File: config.mk
export PLATFORM = sky130hd
export DESIGN_NAME = mem_ctrl
export DESIGN_NICKNAME = d
export VERILOG_FILES = /design/src/rtl/mem_ctrl_pkg.sv /design/src/rtl/mem_ctrl.sv
export SDC_FILE = /design/constraint.sdc
export NUM_CORES = 1
export LEC_CHECK = 0
export ABC_AREA = 1
export CAP_MARGIN = 20
export CORE_MARGIN = 3
export CORE_UTILIZATION = 55
export DETAILED_ROUTE_END_ITERATION = 8
export PLACE_DENSITY = 0.91
export SLEW_MARGIN = 20
export SYNTH_ARGS = -nofsm -noshare
export SYNTH_HDL_FRONTEND = slang
export SYNTH_SLANG_ARGS = --single-unit
File: constraint.sdc
create_clock -name clk -period 7.4 [get_ports clk]
set_clock_uncertainty 0.15 [all_clocks]
set_input_delay 0.74 -clock clk [delete_from_list [all_inputs] [get_ports clk]]
set_output_delay 0.74 -clock clk [all_outputs]
set_load 0.01 [all_outputs]
File: src/rtl/mem_ctrl_pkg.sv
// Shared definitions for the byte-wide RAM sequencer: reset level, access
// size encodings, FSM state encodings and the byte-count helper.
package mem_ctrl_pkg;

   localparam logic        RstEnable = 1'b1;

   localparam logic [1:0]  SIZE_B    = 2'b00;
   localparam logic [1:0]  SIZE_H    = 2'b01;
   localparam logic [1:0]  SIZE_W    = 2'b10;

   localparam logic [31:0] ZeroWord  = 32'h0000_0000;

   typedef enum logic [1:0] {
      ST_IDLE  = 2'b00,
      ST_READ  = 2'b01,
      ST_WRITE = 2'b10
   } state_t;

   // Number of RAM byte cycles for an access size; the reserved code 11 is a word.
   function automatic logic [2:0] size_len(input logic [1:0] size);
      case (size)
         SIZE_B:  return 3'd1;
         SIZE_H:  return 3'd2;
         default: return 3'd4;
      endcase
   endfunction

endpackage

File: src/rtl/mem_ctrl.sv
// Arbiter and byte sequencer for the single byte-wide synchronous RAM port.
// The MEM stage has priority over instruction fetch; each granted request is
// split into per-byte RAM cycles and read bytes are assembled little-endian.
module mem_ctrl
   import mem_ctrl_pkg::*;
#(
   parameter int ADDR_W = 32
) (
   input  logic              clk,
   input  logic              rst,
   input  logic              if_req,
   input  logic [ADDR_W-1:0] if_addr,
   input  logic              if_flush,
   output logic              if_done,
   output logic [31:0]       if_inst,
   input  logic              ls_req,
   input  logic              ls_we,
   input  logic [1:0]        ls_size,
   input  logic [ADDR_W-1:0] ls_addr,
   input  logic [31:0]       ls_wdata,
   output logic              ls_done,
   output logic [31:0]       ls_rdata,
   output logic [ADDR_W-1:0] mem_a,
   output logic [7:0]        mem_dout,
   output logic              mem_wr,
   input  logic [7:0]        mem_din
);

   state_t            state, state_nxt;
   logic [2:0]        cnt;
   logic [2:0]        len;
   logic [2:0]        cnt_inc;
   logic [2:0]        cnt_dec;
   logic [ADDR_W-1:0] base;
   logic [31:0]       wdata_q;
   logic [31:0]       rbuf;
   logic              owner_if;
   logic              if_done_q;
   logic              ls_done_q;
   logic              ls_go;
   logic              if_go;
   logic              rd_last;
   logic              rd_abort;
   logic              wr_last;

   // Byte idx of a word; out-of-range indices yield zero.
   function automatic logic [7:0] byte_sel(input logic [31:0] word, input logic [2:0] idx);
      case (idx)
         3'd0:    return word[7:0];
         3'd1:    return word[15:8];
         3'd2:    return word[23:16];
         3'd3:    return word[31:24];
         default: return 8'h00;
      endcase
   endfunction

   // Replace lane idx of a word with data; other lanes are kept.
   function automatic logic [31:0] lane_insert(input logic [31:0] word, input logic [2:0] idx,
                                               input logic [7:0] data);
      logic [31:0] r;
      r = word;
      case (idx)
         3'd0:    r[7:0]   = data;
         3'd1:    r[15:8]  = data;
         3'd2:    r[23:16] = data;
         3'd3:    r[31:24] = data;
         default: r = word;
      endcase
      return r;
   endfunction

   // cnt counts cycles since acceptance; read data trails the address by one cycle.
   assign cnt_inc = cnt + 3'd1;
   assign cnt_dec = cnt - 3'd1;

   // A flush arriving in the done cycle suppresses the fetch completion.
   assign if_done = if_done_q & ~if_flush;
   assign ls_done = ls_done_q;

   // State register
   always_ff @(posedge clk) begin
      if (rst == RstEnable) state <= ST_IDLE;
      else                  state <= state_nxt;
   end

   // Arbitration, abort and end-of-access decisions
   always_comb begin
      state_nxt = state;
      ls_go     = 1'b0;
      if_go     = 1'b0;
      rd_last   = 1'b0;
      rd_abort  = 1'b0;
      wr_last   = 1'b0;
      case (state)
         ST_IDLE: begin
            // A port that is completing this cycle still shows its old request.
            ls_go = ls_req & ~ls_done_q;
            if_go = if_req & ~if_done_q & ~if_flush & ~ls_go;
            if (ls_go)      state_nxt = ls_we ? ST_WRITE : ST_READ;
            else if (if_go) state_nxt = ST_READ;
         end
         ST_READ: begin
            rd_abort = owner_if & if_flush;
            rd_last  = (cnt == len);
            if (rd_abort || rd_last) state_nxt = ST_IDLE;
         end
         ST_WRITE: begin
            wr_last = (cnt_inc == len);
            if (wr_last) state_nxt = ST_IDLE;
         end
         default: state_nxt = ST_IDLE;
      endcase
   end

   // Request latching, RAM port drive, byte capture and completion pulses
   always_ff @(posedge clk) begin
      if (rst == RstEnable) begin
         cnt       <= 3'd0;
         len       <= 3'd0;
         base      <= '0;
         wdata_q   <= ZeroWord;
         rbuf      <= ZeroWord;
         owner_if  <= 1'b0;
         if_done_q <= 1'b0;
         ls_done_q <= 1'b0;
         mem_a     <= '0;
         mem_dout  <= 8'h00;
         mem_wr    <= 1'b0;
         if_inst   <= ZeroWord;
         ls_rdata  <= ZeroWord;
      end else begin
         if_done_q <= 1'b0;
         ls_done_q <= 1'b0;
         mem_wr    <= 1'b0;
         case (state)
            ST_IDLE: begin
               if (ls_go) begin
                  base     <= ls_addr;
                  len      <= size_len(ls_size);
                  wdata_q  <= ls_wdata;
                  owner_if <= 1'b0;
                  cnt      <= 3'd0;
                  rbuf     <= ZeroWord;
                  mem_a    <= ls_addr;
                  if (ls_we) begin
                     mem_dout <= ls_wdata[7:0];
                     mem_wr   <= 1'b1;
                  end
               end else if (if_go) begin
                  base     <= if_addr;
                  len      <= 3'd4;
                  owner_if <= 1'b1;
                  cnt      <= 3'd0;
                  rbuf     <= ZeroWord;
                  mem_a    <= if_addr;
               end
            end
            ST_READ: begin
               if (!rd_abort) begin
                  cnt <= cnt_inc;
                  if (cnt != 3'd0) rbuf <= lane_insert(rbuf, cnt_dec, mem_din);
                  if (cnt_inc < len) mem_a <= base + ADDR_W'(cnt_inc);
                  if (rd_last) begin
                     if (owner_if) begin
                        if_inst   <= lane_insert(rbuf, cnt_dec, mem_din);
                        if_done_q <= 1'b1;
                     end else begin
                        ls_rdata  <= lane_insert(rbuf, cnt_dec, mem_din);
                        ls_done_q <= 1'b1;
                     end
                  end
               end
            end
            ST_WRITE: begin
               if (wr_last) begin
                  ls_done_q <= 1'b1;
               end else begin
                  cnt      <= cnt_inc;
                  mem_a    <= base + ADDR_W'(cnt_inc);
                  mem_dout <= byte_sel(wdata_q, cnt_inc);
                  mem_wr   <= 1'b1;
               end
            end
            default: ;
         endcase
      end
   end

endmodule

Run 1, PDN straps and rails:
Scale bar: 50 um. Pins as bars on the die edge.
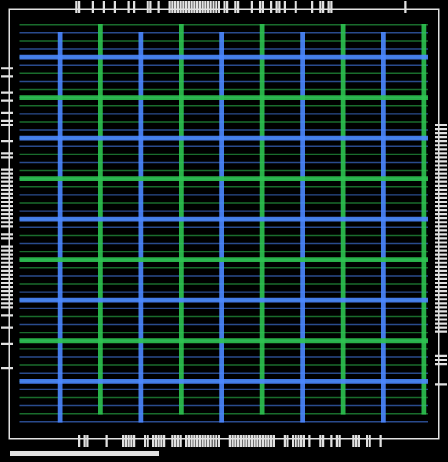
- blue: VSS
- green: VDD
- signal pins: 219
- rows: 49

Run 1, track usage over the die:
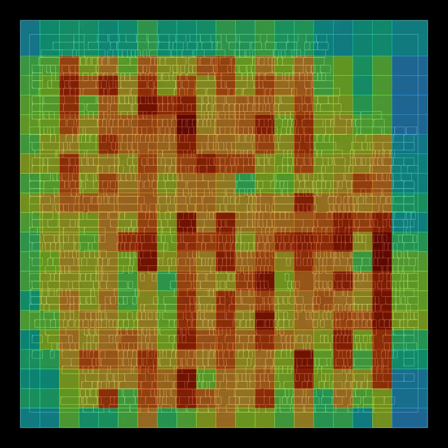
M1 GR Usage: 39.78%
DR WL/cell: 17.44 um
met2 usage in global routing: 51.44%

==> changes_impl.md, run 1 <==
## Implementation

- Cells after Synth: 1,500
- Reg2reg path depth: 8
- Crit path to: mem_a[9]
- Hold buffer count at cts: 0
- Latency at later pin: 510 ps
- Ys cells: 1,500
- Least-Margin Pin Slew: 1071 ps
- Signal buffers share of area: 17.18%
- Element type at the critical path end: flop
- Post-Syn Area per Cell: 6.948 um^2
- Worst path arrival time: 3490 ps
- Yosys synthesis chip area: 0.01042 mm^2
- Most common cell in the netlist: nand2_1
- Outcome: finished clean
- Pwr Total: 4503 uW
- Pint: 2624 uW
- Finish-stage setup viols: 0
- Routed wl met2: 15,760 um
- GRT overflow: 0
- Synthesized area: 0.01042 mm^2
- Clock buffer depth: 3
- Top cell area share: 40.72%
- Switching portion of total power: 41.73%
- Largest stage delay, worst path: 820 ps
- Comb. pwr: 1920 uW
- Gr usage total: 30.41%
- Met3 Resource Use GR: 4.692%
- Seq pwr share: 33.8%
- RePlAce Congestion: 0.9474
- Final setup margin: 4143 ps
- Tcrit/Tclk final: 44.01%
- Comb. cell area: 0.005400 mm^2
- Slowest-stage cell, CP: nand3b_2
- Synth-to-Final Area Change: 25.92%
- Vias in the first global route: 10,487
- Final net count: 1,781
- Top cells by count: nand2_1 (425), dfxtp_1 (212), a21oi_1 (206)
- Post-CTS Setup Inserts: 0
- CP max FO: 41
Run 1, cell classes on the final placement:
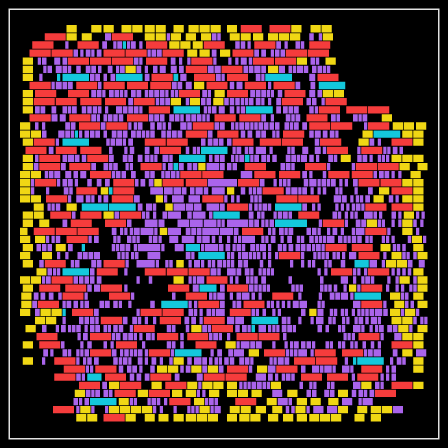
- red: sequential cells (cells 212)
- cyan: clock drivers and dummy loads (cells 38)
- purple: combinational and other logic (cells 1,188)
- yellow: remaining buffers and delay cells (cells 228)

==> run 1: state kept, by name (all words and copies together), names as in the netlist <==
register	cells
owner_if	1
rbuf	32
if_done_q	1
len	3
ls_done	1
mem_dout	8
wdata_q	32
mem_wr	1
ls_rdata	32
if_inst	32
cnt	3
state	2
mem_a	32
base	32
==> run 1: cells in the final DEF, fill, tap and decap left out, drive strengths merged <==
cell type      count
ha                16
xor2               5
nor3               1
buf               11
o211ai             2
clkinv             7
inv               65
o21bai             2
a31oi              1
clkdlybuf4s50    217
or2                8
fa                 1
nor2             118
dfxtp            212
nand3b            11
nand3            145
a211oi            16
nand2            428
mux2i             10
a21boi             1
a311oi             3
xnor2              3
clkbuf            33
a21oi            206
bufinv             1
o21ai            104
o22ai              4
nand4             35
==> run 2: changes to the inputs <==
--- a/config.mk
+++ b/config.mk
@@ -8,9 +8,9 @@
 export ABC_AREA = 1
 export CAP_MARGIN = 20
 export CORE_MARGIN = 3
-export CORE_UTILIZATION = 55
+export CORE_UTILIZATION = 47
 export DETAILED_ROUTE_END_ITERATION = 8
-export PLACE_DENSITY = 0.91
+export PLACE_DENSITY = 0.83
 export SLEW_MARGIN = 20
 export SYNTH_ARGS = -nofsm -noshare
 export SYNTH_HDL_FRONTEND = slang
==> constraint.sdc (replaced) <==
create_clock -name clk -period 2.6 [get_ports clk]
set_clock_uncertainty 0.15 [all_clocks]
set_input_delay 0.26 -clock clk [delete_from_list [all_inputs] [get_ports clk]]
set_output_delay 0.26 -clock clk [all_outputs]
set_load 0.01 [all_outputs]
==> run 2 against run 1 <==
Clock-buffer cell count down 3. Wire length is 0.70% higher. Total power rose to 3.1 times the previous value. Sequential cell count is the same. Sequential power rose to 2.8 times the previous value.
==> changes_impl.md, run 2 <==
## Implementation

- Element type at the critical path end: flop
- Final setup margin: 94.70 ps (-4048 ps)
- Post-CTS Setup Inserts: 0 (unchanged)
- Slowest-stage cell, CP: dfxtp_2
- Hold buffer count at cts: 12 (+12)
- Tcrit/Tclk final: 96.36% (+52 points)
- Most common cell in the netlist: nand2_1
- DR WL/cell: 16.77 um (-3.8%)
- Outcome: finished clean
- Top cell area share: 40.72% (unchanged)
- Final net count: 1,822 (+2.3%)
- GRT overflow: 0 (unchanged)
- CP max FO: 5 (-88%)
- Ys cells: 1,500 (unchanged)
- Vias in the first global route: 10,301 (-1.8%)
- Gr usage total: 26.28% (-4.1 points)
- Crit path to: mem_a[6]
- Worst path arrival time: 2760 ps (-730 ps)
- Yosys synthesis chip area: 0.01042 mm^2 (unchanged)
- Top cells by count: nand2_1 (425), dfxtp_1 (212), a21oi_1 (206)
- Finish-stage setup viols: 0 (unchanged)
- Synth-to-Final Area Change: 32.43%
- Commonest cells after routing, fill and taps aside: nand2_1 (425), clkdlybuf4s50_1 (217), dfxtp_1 (211)
- Most numerous logic cell after layout: nand2_1
- Least-Margin Pin Slew: 841.1 ps (-229.8 ps)
- Reg2reg path depth: 13 (+5)
- Cells after Synth: 1,500 (unchanged)
run 2: metal layers:
layer	vias up	track usage, %	share of wire [%]
met2	468	44.00	47
met4	0	8.831	3.0
li1	5388	-	-
met3	70	4.172	7.8
met1	5177	34.69	42
met5	-	0	0
run 2: area by class of cell:
type | instances | area [um^2]
Clock buffer | 30 | 651.9
Clock inverter | 11 | 137.6
Fill cell | 1854 | 7617
Inverter | 68 | 259.0
Multi-Input combinational cell | 1120 | 5482
Sequential cell | 212 | 4245
Tap cell | 275 | 344.1
Timing Repair Buffer | 268 | 2683
run 2: report_power, final:
| part | leakage [uW] | internal [uW] | switching, uW |
|---|---|---|---|
| Sequential | 0.00173 | 3860 | 450 |
| Clock | 0.000396 | 2060 | 1360 |
| Combinational | 0.00307 | 2320 | 3690 |
Run 2, wires at chosen ports, followed through buffers:
Scale bar: 50 um.
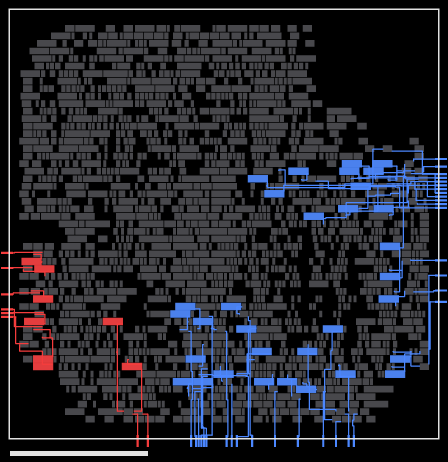
- red: mem_dout (bits 8; direction output; end cells 8; buffers 8; wire 232 um)
- blue: mem_a (bits 32; direction output; end cells 32; buffers 32; wire 1,320 um)

Power figures rest on the tool's default switching activity, not on a simulated workload.
